==> config.mk <==
export PLATFORM = sky130hd
export DESIGN_NAME = rd_b_weight_stream
export DESIGN_NICKNAME = d
export VERILOG_FILES = /design/src/rtl/rd_b_weight_stream.sv
export SDC_FILE = /design/constraint.sdc
export NUM_CORES = 1
export LEC_CHECK = 0
export CAP_MARGIN = 20
export CELL_PAD_IN_SITES_DETAIL_PLACEMENT = 1
export CELL_PAD_IN_SITES_GLOBAL_PLACEMENT = 1
export CORE_UTILIZATION = 39
export CTS_CLUSTER_DIAMETER = 150
export CTS_CLUSTER_SIZE = 30
export DETAILED_ROUTE_END_ITERATION = 12
export PLACE_DENSITY_LB_ADDON = 0.15
export SLEW_MARGIN = 30
export SYNTH_ARGS = -nofsm -noshare
export SYNTH_HDL_FRONTEND = slang
export SYNTH_SLANG_ARGS = --single-unit
==> constraint.sdc <==
create_clock -name clk -period 6.9 [get_ports clk]
set_input_delay 1.38 -clock clk [delete_from_list [all_inputs] [get_ports clk]]
set_output_delay 1.38 -clock clk [all_outputs]
set_load 0.03 [all_outputs]
==> src/rtl/rd_b_weight_stream.sv <==
// Weight-row streamer: issues a strided burst of BRAM reads and hands the rows
// to the MAC array through a small credit-limited FIFO that absorbs back-pressure.
module rd_b_weight_stream #(
   parameter int OCH    = 120,
   parameter int ICH    = 400,
   parameter int OCH_B  = 8,
   parameter int ICH_B  = 40,
   parameter int W_BW   = 8,
   parameter int RD_LAT = 1,
   localparam int OCH_T  = OCH / OCH_B,
   localparam int ICH_T  = ICH / ICH_B,
   localparam int DATA_W = ICH_T * W_BW,
   localparam int DEPTH  = OCH * ICH_B,
   localparam int ADDR_W = $clog2(DEPTH),
   localparam int LEN_W  = $clog2(OCH_T + 1),
   localparam int IDX_W  = $clog2(OCH_T)
) (
   input  logic              clk,
   input  logic              areset,
   input  logic              i_run,
   input  logic [ADDR_W-1:0] i_rd_start_addr,
   input  logic [LEN_W-1:0]  i_rd_len,
   input  logic [ADDR_W-1:0] i_rd_stride,
   input  logic              i_ot_ready,
   output logic              o_idle,
   output logic              o_run,
   output logic              o_en_err,
   output logic              o_ot_valid,
   output logic              o_ot_last,
   output logic              o_ot_done,
   output logic [IDX_W-1:0]  o_ot_idx,
   output logic [DATA_W-1:0] o_ot_weight,
   output logic [ADDR_W-1:0] b_o_weight_addr,
   output logic              b_o_weight_ce,
   output logic              b_o_weight_we,
   input  logic [DATA_W-1:0] b_i_weight_q
);

   localparam int FD    = RD_LAT + 2;
   localparam int CNT_W = $clog2(FD + 1);
   localparam int PTR_W = $clog2(FD);
   localparam int INF_W = $clog2(RD_LAT + 1);
   localparam int CRD_W = $clog2(FD + RD_LAT + 1);

   typedef enum logic [1:0] {S_IDLE, S_ISSUE, S_DRAIN, S_DONE} state_t;

   state_t state, state_nx;

   logic [LEN_W-1:0]  len_r;
   logic [ADDR_W-1:0] stride_r;
   logic [ADDR_W-1:0] addr_p0;
   logic [LEN_W-1:0]  issued;
   logic [IDX_W-1:0]  beat_idx;
   logic              err_r;
   logic [RD_LAT-1:0] vld_p;
   logic [INF_W-1:0]  inflight;
   logic [DATA_W-1:0] fifo_mem [FD];
   logic [PTR_W-1:0]  wr_ptr, rd_ptr;
   logic [CNT_W-1:0]  fifo_cnt;
   logic              len_ok, start, credit_ok, issue, push, pop;
   logic [LEN_W-1:0]  len_m1;

   // Modulo-DEPTH address step; both operands are below DEPTH so one subtract suffices.
   function automatic logic [ADDR_W-1:0] wrap_add(input logic [ADDR_W-1:0] a,
                                                  input logic [ADDR_W-1:0] s);
      logic [ADDR_W:0] sum;
      sum = {1'b0, a} + {1'b0, s};
      if (sum >= (ADDR_W+1)'(DEPTH))
         sum = sum - (ADDR_W+1)'(DEPTH);
      return sum[ADDR_W-1:0];
   endfunction

   function automatic logic [PTR_W-1:0] ptr_inc(input logic [PTR_W-1:0] p);
      return (p == PTR_W'(FD - 1)) ? '0 : p + PTR_W'(1);
   endfunction

   always_comb begin
      inflight = '0;
      for (int i = 0; i < RD_LAT; i++)
         inflight = inflight + INF_W'(vld_p[i]);
   end

   assign len_ok    = (i_rd_len != '0) && (i_rd_len <= LEN_W'(OCH_T));
   assign start     = (state == S_IDLE) && i_run && len_ok;
   // Reads still in the BRAM pipe already own a FIFO slot.
   assign credit_ok = (CRD_W'(fifo_cnt) + CRD_W'(inflight)) < CRD_W'(FD);
   assign issue     = (state == S_ISSUE) && (issued < len_r) && credit_ok;
   assign push      = vld_p[RD_LAT-1];
   assign pop       = o_ot_valid && i_ot_ready;
   assign len_m1    = len_r - LEN_W'(1);

   always_ff @(posedge clk) begin
      if (areset) state <= S_IDLE;
      else        state <= state_nx;
   end

   always_comb begin
      state_nx = state;
      case (state)
         S_IDLE:  if (start) state_nx = S_ISSUE;
         S_ISSUE: if (issued == len_r) state_nx = S_DRAIN;
         S_DRAIN: if (pop && o_ot_last) state_nx = S_DONE;
         S_DONE:  state_nx = S_IDLE;
         default: state_nx = S_IDLE;
      endcase
   end

   // Issue stage: address, counters, read-valid pipe, FIFO bookkeeping
   always_ff @(posedge clk) begin
      if (areset) begin
         addr_p0  <= '0;
         issued   <= '0;
         beat_idx <= '0;
         err_r    <= 1'b0;
         vld_p    <= '0;
         wr_ptr   <= '0;
         rd_ptr   <= '0;
         fifo_cnt <= '0;
      end else begin
         if (i_run && ((state != S_IDLE) || !len_ok))
            err_r <= 1'b1;
         if (start) begin
            addr_p0  <= i_rd_start_addr;
            issued   <= '0;
            beat_idx <= '0;
         end else begin
            if (issue) begin
               addr_p0 <= wrap_add(addr_p0, stride_r);
               issued  <= issued + LEN_W'(1);
            end
            if (pop)
               beat_idx <= beat_idx + IDX_W'(1);
         end
         vld_p <= (vld_p << 1) | RD_LAT'(issue);
         if (push) wr_ptr <= ptr_inc(wr_ptr);
         if (pop)  rd_ptr <= ptr_inc(rd_ptr);
         case ({push, pop})
            2'b10:   fifo_cnt <= fifo_cnt + CNT_W'(1);
            2'b01:   fifo_cnt <= fifo_cnt - CNT_W'(1);
            default: fifo_cnt <= fifo_cnt;
         endcase
      end
   end

   // Data stage: burst configuration and FIFO storage
   always_ff @(posedge clk) begin
      if (start) begin
         len_r    <= i_rd_len;
         stride_r <= i_rd_stride;
      end
      if (push)
         fifo_mem[wr_ptr] <= b_i_weight_q;
   end

   assert property (@(posedge clk) disable iff (areset) !(push && (fifo_cnt == CNT_W'(FD))));

   assign o_idle          = (state == S_IDLE);
   assign o_run           = !o_idle;
   assign o_en_err        = err_r;
   assign o_ot_valid      = (fifo_cnt != '0);
   assign o_ot_last       = o_ot_valid && (LEN_W'(beat_idx) == len_m1);
   assign o_ot_done       = (state == S_DONE);
   assign o_ot_idx        = beat_idx;
   assign o_ot_weight     = fifo_mem[rd_ptr];
   assign b_o_weight_addr = addr_p0;
   assign b_o_weight_ce   = issue;
   assign b_o_weight_we   = 1'b0;

endmodule

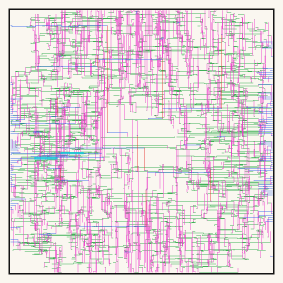
(images/wires.png)
Drawn at 1.5 px/um.
- metal 5: cyan (wire length 27.6 um)
- metal 1: green (wire length 11200 um)
- metal 4: red (wire length 273 um)
- metal 2: magenta (wire length 12900 um)
- metal 3: blue (wire length 1210 um)
drt wl/cell: 18.20 um
Total GRT Usage: 0.1651

==> job_summary.md <==
## PnR job results

| Metric | Value |
|---|---|
| Largest register FFs | 240 |
| M2 GR Usage | 0.2978 |
| Critical path buffers and inverters | 2 |
| Max clock buf depth | 3 |
| Main flop type | edfxtp_1 |
| Reg2reg path depth | 13 |
| Worst slew margin | 0.4200 |
| CP Max Fanout | 84 |
| Seq area share | 0.5699 |
| Crit path launch type | register |
| Critical path depth | 4 |
| Max Used Layer | met5 |
| Die Y-Extent | 175.3 um |
| CP endpoint | o_ot_weight[55] |
| Max-cap viol count | 0 |
| Seq cells post-synth | 290 |
| Final Hold Violation Tally | 0 |
| Status | finished, final reports clean |
| Setup violations, final | 0 |
| Pwr dens | 342.3 nW/um^2 |
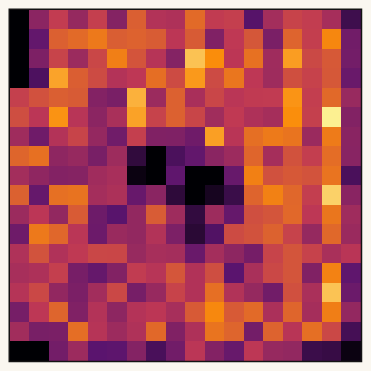
(images/cell_density.png)
Drawn at 2 px/um. 18 x 18 tiles, from black (low) to pale yellow (high), 0 to 100% covered.
- fullest tile: 97%
- tiles over 75% full: 4.3%
- emptiest ninth of the die: middle
utilization after layout: 0.4964
Core Density at Floorplan: 0.3954
Core Region: 29640 um^2

## how the worst min path moves through the flow
| stage | to | depth (start not counted) | slack [ns] | start |
|---|---|---|---|---|
| 3_3_place_gp | register | 2 | 0.47 | rd_ptr[1]$_SDFFE_PP0P_ |
| 3_5_place_dp | o_en_err$_SDFFE_PP0P_ | 2 | 0.48 | o_en_err$_SDFFE_PP0P_ |
| 2_1_floorplan | register | 2 | 0.46 | rd_ptr[0]$_SDFFE_PP0P_ |
| 4_1_cts | register | 2 | 0.50 | rd_ptr[0]$_SDFFE_PP0P_ |
| 6_report | register | 2 | 0.50 | rd_ptr[0]$_SDFFE_PP0P_ |
| 5_1_grt | register | 2 | 0.54 | rd_ptr[0]$_SDFFE_PP0P_ |
## kinds of logic (layout without fill, tap and decap cells)
family                     count (synthesis)  count (layout)  share of synthesized area
and+or+nand+nor                          167             167                    0.05979
xor gates and xnor gates                  25              25                    0.01868
other                                      1               1                  0.0003200
DFF                                      290             290                     0.7149
adders and majority gates                 29              29                    0.03160
AOI/OAI and AO/OA                        155             155                    0.08339
muxes                                     85              85                    0.07260
buffers and inverters                     54             269                    0.01868
## stage by stage
step / total power [mW] / hold WS [ns] / std cells / utilization / worst slack (ns)
detailed placement: 4.223 / 0.4751 / 1389 / 0.4835 / 2.240
CTS: 5.108 / 0.5027 / 1410 / 0.4957 / 2.156
global route: 5.311 / 0.5388 / 1411 / 0.4964 / 2.129
finish: 5.036 / 0.4989 / 1411 / 0.4964 / 2.444
floorplan: 3.525 / 0.4600 / 806 / - / 0.3207
global placement: 4.201 / 0.4742 / 1389 / 0.4835 / 2.322
## power by group
group          switching (mW)  total, mW  internal [mW]
Sequential              0.110       2.21           2.10
Combinational            1.14       1.96          0.817
Clock                   0.510      0.873          0.363
Power is estimated from default activity; no workload was simulated.
